Design pipe_stage_reg, sky130hd; sources not shown.
Figure 1. Routing congestion map (run 1).
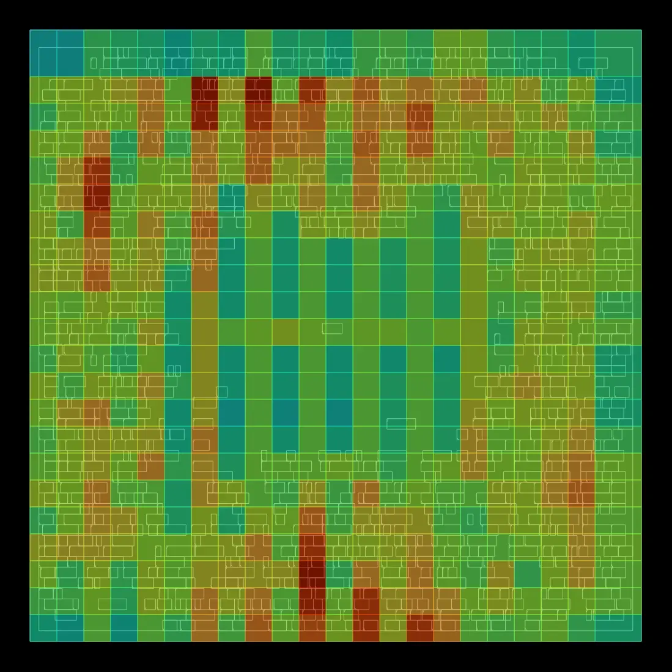
all-layer global routing usage: 16.2%
final core utilization: 52.1%
met2 usage: 25.8%

Figure 2. Sequential cells coloured by netlist name (run 1).
Scale bar: 50 um.
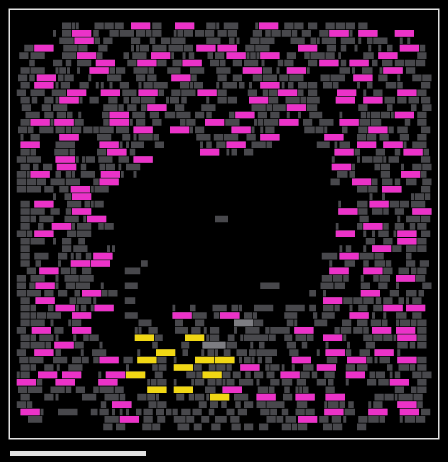
legend:
  magenta:
    netlist_name: g_slot.u_slot.data
    flops: 154
    where: widely spread
  yellow:
    netlist_name: g_slot.u_slot.ctrl
    flops: 12
    where: south
register area: 0.00337 sq mm
Seq. pwr: 0.00135 W

Figure 3. Cells coloured by class (run 1).
Scale bar: 50 um. Fill, decap, tap and diode cells in grey.
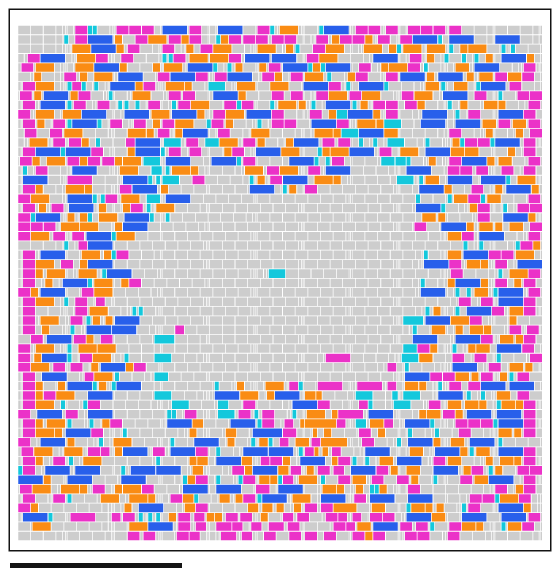
legend:
  blue:
    class: flip-flops
    cells: 168
    share_of_their_area: 29%
  magenta:
    class: other buffers and delay cells
    cells: 370
    share_of_their_area: 32%
  cyan:
    class: clock drivers and dummy loads
    cells: 199
    share_of_their_area: 8.8%
  orange:
    class: all other logic
    cells: 347
    share_of_their_area: 30%
Core ar.: 0.0228 sq mm
row cnt: 55
flop share of the area: 28.4%
Final Cell Area: 0.0119 sq mm

==> impl_metrics.tcl, run 1 <==
# metrics dict for downstream scripts
set metrics [dict create \
    dpl.cell_count 1197 \
    num_antenna_cells 0 \
    cts.path.max_buffers 2 \
    cts_resized 15 \
    final_cell_mix "clkdlybuf4s50_1 (326), inv_1 (170), dfxtp_1 (167)" \
    buffers 370 \
    top_cells_by_count "dfxtp_1 (168), nor2b_1 (155), mux2_4 (100)" \
    wirelength_um 20500 \
    setup_viol_count_final 0 \
    drc 0 \
    swShare_pct 32.8 \
    power_density_mw_per_mm2 265 \
    place_area_sq_mm 0.0108 \
    setup-tns-final_ns 0 \
    final_max_slew_viol_count 0 \
    cts_sinks 168 \
    cp.required_ns 4.19 \
    whs_ns 0.459 \
    first_iter_violations 160 \
    simple_gate_share_pct 15.5 \
    grt_max_degree 90 \
    combGateArea_sq_mm 0.00339 \
    start_kind "register" \
    reg2reg_depth 5 \
    instances_no_fill 1397 \
    synth_cell_types 21 \
    floorplan.nets 726 \
    yosys-stat-area_sq_mm 0.00700 \
    yosys.area_share.adder_pct 0.179 \
    holdBufCountCts 0 \
    synth.top_cells.by_area "dfxtp_1 (48%), mux2_4 (21%), nor2b_1 (14%)" \
    skew_ns 0.0226 \
    p_leak_nw 5.72 \
    area_growth_pct 69.4 \
    rsz0062_at_grt "no" \
    p_seq_share_pct 42.9 \
    tool_warnings 194 \
    status "complete, no violations" \
    cts_tree "done" \
    top_area_share_pct 48.0 \
    buf_share_pct 31.2 \
    syn_avg_cell_area_sq_um 12.7 \
    fillCellCount 2092 \
    dieArea_sq_mm 0.0246 \
    cts_inserted_buffers 17 \
    numPortBuffers 340 \
    clock_area_share_pct 8.48 \
    finalPower_w 0.00314 \
    inverters_excl_clock 1 \
    ys.flop_type "dfxtp_1" \
    mux_share_pct 30.1 \
    cts.htree.levels 4 \
    final-hold-violation-count 0 \
    first_global_vias 6394 \
    vias 5858 \
    cts.clk_slew.worst_paths_ns 0.04 \
    ys_cells 553 \
    logic_gates 346 \
    dr.pass1.iters 4 \
    ios 341 \
    worst_slack_ns 0.101 \
    die_w_um 157 \
    synth_top_cell_by_area "dfxtp_1" \
    pwr-share-comb_pct 11.7 \
    synth-edff-count 0 \
    place_congestion 0.736 \
    power_frac_clock_pct 45.4 \
    layout-drive-gt1-share_pct 20.1 \
    cap_violations 0 \
    layout.area.top_class "buffers" \
    layout.nets 1245 \
    avgViaCountPerCell 4.19 \
    logic_family "multiplexers" \
    core_util_floorplan_pct 30.7 \
    synth_warnings 0 \
    synth.most_common_cell "dfxtp_1" \
    crit_arrival_ns 4.09 \
    cp_max_fo 7 \
    die_h_um 157 \
    timing.slew.headroom_pct 72.5 \
    async_flop_share_pct 0 \
    lay_top_count "clkdlybuf4s50_1" \
    wl_per_cell_um 14.7 \
    worstMarginPinSlew_ns 0.413 \
    xor_share_pct 0.125 \
    hold_depth 1 \
    dp_slack_ns -0.307 \
    cts_root_buffer "clkbuf_8" \
    netlist_area_sq_mm 0.00700 \
    end_kind "output port" \
    path_class "reg2out" \
    largest_reg_flops 154 \
    ys_seq_share_pct 48.0 \
    peakVddDrop_uv 169 \
    dpl.hpwl_um 14000 \
    post_cts_buffers 1 \
    intPower_w 0.00211 \
    antenna_found_initial 0 \
    min_path_type "reg2reg" \
    synthAoiAreaFrac_pct 2.02 \
    ys.flops 168 \
    syn_inst 553 \
    switchingPower_w 0.00103 \
]
run 1: critical path: stages (launching register included):
cell and delay (ns):
dfxtp_4 0.35, buf_4 0.13, buf_6 0.12, and2_1 0.15, dlygate4sd2_1 0.26
run 1: power groups by stage:
stage	logic (W)	clock network, W	registers (W)
after global placement	0.000369	0.000195	0.00137
after CTS	0.000373	0.00152	0.00135
final	0.000368	0.00143	0.00135
after detailed placement	0.000371	0.000195	0.00137
after global routing	0.000391	0.00165	0.00135
after floorplan	0.000120	0.000195	0.00137
run 1: per-layer routing:
layer	wire [um]	GRT usage [%]
met1	8260	16.5
met2	9890	25.8
met3	2010	9.61
met4	306	8.96
met5	0	0
Figure 4. Cell density map (run 1).
16 x 16 tiles, from black (low) to pale yellow (high), 0 to 100% covered.
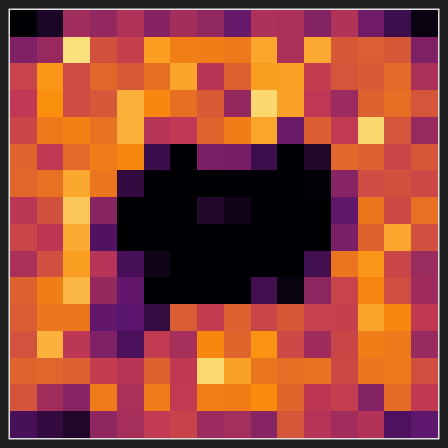

--- run 2 (diff from run 1) ---
- CTS_BUF_LIST: sky130_fd_sc_hd__clkbuf_4 sky130_fd_sc_hd__clkbuf_8 -> sky130_fd_sc_hd__clkbuf_4 sky130_fd_sc_hd__clkbuf_8 sky130_fd_sc_hd__clkbuf_16
Figure 5. Cell density map (run 2).
16 x 16 tiles, from black (low) to pale yellow (high), 0 to 100% covered.
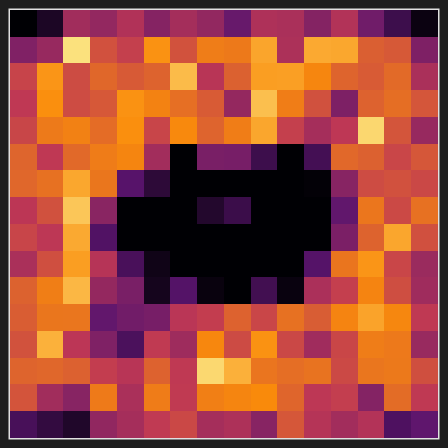
emptiest ninth of the die: centre
nearly empty tiles: 11%
fullest tile: 94%
mean over tiles: 48%
tiles over 75% full: 11%
final core utilization: 53.0%
FP Util: 30.7%

Figure 6. Sequential cells coloured by netlist name (run 2).
Scale bar: 50 um.
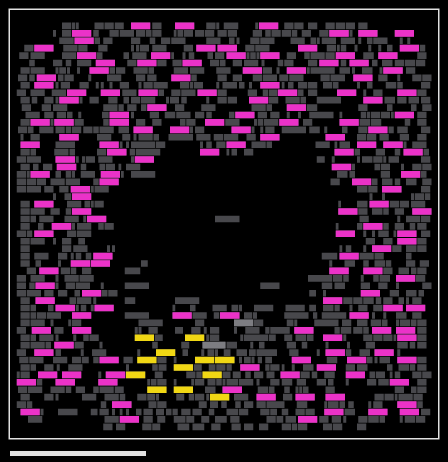
legend:
  yellow:
    netlist_name: g_slot.u_slot.ctrl
    flops: 12
    where: south
  magenta:
    netlist_name: g_slot.u_slot.data
    flops: 154
    where: widely spread
flop share of the area: 27.9%

Figure 7. Metal layers overlaid (run 2).
Scale bar: 50 um. Two of the layers only.
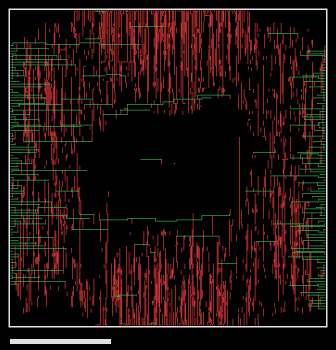
legend:
  red:
    layer: met2
    wire_length: 9720 um
  green:
    layer: met3
    wire_length: 2120 um
average wire per standard cell: 14.6 um
all-layer global routing usage: 16.0%
vias post-DR: 5839
final wirelength: 20400 um

==> impl_metrics.tcl, run 2 <==
# metrics dict for downstream scripts
set metrics [dict create \
    area_growth_pct 72.2 \
    synth.most_common_cell "dfxtp_1" \
    top_area_share_pct 48.0 \
    cp_max_fo 7 \
    critical_path.top_delay_family "buffers and inverters" \
    synth.top_cells.by_area "dfxtp_1 (48%), mux2_4 (21%), nor2b_1 (14%)" \
    die_h_um 157 \
    p_leak_nw 5.84 \
    ys.flop_type "dfxtp_1" \
    end_kind "register" \
    cap_violations 0 \
    crit_arrival_ns 2.90 \
    cts.path.max_buffers 2 \
    power_density_mw_per_mm2 287 \
    path_class "in2reg" \
    dp_slack_ns -0.307 \
    final_area_sq_mm 0.0121 \
    ys_seq_share_pct 48.0 \
    top_cells_by_count "dfxtp_1 (168), nor2b_1 (155), mux2_4 (100)" \
    cp.depth 8 \
    instances_no_fill 1396 \
    cts.clk_slew.worst_paths_ns 0.04 \
    yosys-stat-area_sq_mm 0.00700 \
    grt.busiest_layer "met2" \
    layout-drive-gt1-share_pct 20.0 \
    drc 0 \
    status "complete, no violations" \
    post_cts_buffers 0 \
    slowest_delay_ns 0.46 \
    wl_met2_um 9720 \
    layout.nets 1244 \
    worst_slack_ns 0.108 \
    grt_max_degree 90 \
    finalPower_w 0.00346 \
    num_antenna_cells 0 \
    final_cell_mix "clkdlybuf4s50_1 (326), inv_1 (170), dfxtp_1 (167)" \
    wl_met1_um 8230 \
    lay_top_count "clkdlybuf4s50_1" \
    final_max_slew_viol_count 0 \
    final-hold-violation-count 0 \
    avgViaCountPerCell 4.18 \
    reg2reg_depth 5 \
    start_kind "primary input" \
    overflow 0 \
    place_area_sq_mm 0.0108 \
    setup-tns-final_ns 0 \
    cp.required_ns 3.01 \
    dieArea_sq_mm 0.0246 \
    regArea_sq_mm 0.00337 \
    skew_ns 0.0211 \
    ys.flops 168 \
    floorplan.nets 726 \
    holdBufCountCts 0 \
    cts_tree "done" \
    antenna_found_initial 0 \
    slowest_stage "clkdlybuf4s50_1" \
    fillCellCount 2069 \
    ys_cells 553 \
    grt_first_pass_wirelength_um 30900 \
    grtUsageMet3_pct 9.66 \
    die_w_um 157 \
    crit_buf_inv 2 \
    cts_sinks 168 \
    numPortBuffers 340 \
    combGateArea_sq_mm 0.00339 \
    synth-edff-count 0 \
    cts_inserted_buffers 17 \
    core_sq_mm 0.0228 \
    met2_usage_pct 25.6 \
    first_iter_violations 124 \
    dr.pass1.iters 4 \
    ios 341 \
    rsz0062_at_grt "no" \
    first_global_vias 6340 \
    peakVddDrop_uv 230 \
    largest_reg_flops 154 \
    routed.top_layer "met4" \
    netlist_area_sq_mm 0.00700 \
    worstMarginPinSlew_ns 0.414 \
    hold_depth 1 \
    grt_use_met1_pct 16.4 \
    dpl.hpwl_um 14000 \
    min_path_type "reg2reg" \
    dpl.cell_count 1197 \
    crit_chain "clkdlybuf4s50_1 > nor3b_4 > o211ai_4 > ha_4 > nor4b_2 > o2111a_1 > buf_4 > a22o_1" \
    met3_length_um 2120 \
    placementRows 55 \
    setup_viol_count_final 0 \
    cts_resized 12 \
    synth_warnings 0 \
    reg2reg_slack_ns 3.50 \
    synth_cell_types 21 \
    tool_warnings 194 \
    cts_root_buffer "clkbuf_16" \
    syn_avg_cell_area_sq_um 12.7 \
    cts.htree.levels 4 \
    async_flop_share_pct 0 \
    place_congestion 0.736 \
    syn_inst 553 \
    synth_top_cell_by_area "dfxtp_1" \
    whs_ns 0.458 \
    timing.slew.headroom_pct 72.4 \
]
## run 2: cell counts after synthesis
No cell type changed its count.
## run 2: where the power goes
part | switching, W | internal, W
Clock | 0.000941 | 0.000804
Sequential | 0.0000206 | 0.00133
Combinational | 0.000103 | 0.000264
## run 2: cell families after synthesis
group                    Yosys count  synth area share [%]
AND/OR/NAND/NOR                  174                  15.5
XOR/XNOR                           1                 0.125
multiplexers                     154                  30.1
AND-OR/OR-AND                     16                  2.02
flip-flops                       168                  48.0
buffers and inverters             39                  3.98
adder cells (fa/ha/maj)            1                 0.179
## run 2: final cells by class
type,instances,area share (%)
inverters,1,0.0311
clock inverters,182,6.40
well taps,313,3.25
multi-input cells,346,28.1
flip-flops and latches,168,27.9
clock buffers,17,3.53
repair buffers,369,30.7
No activity file was given, so power comes from the tool's default toggle rates.
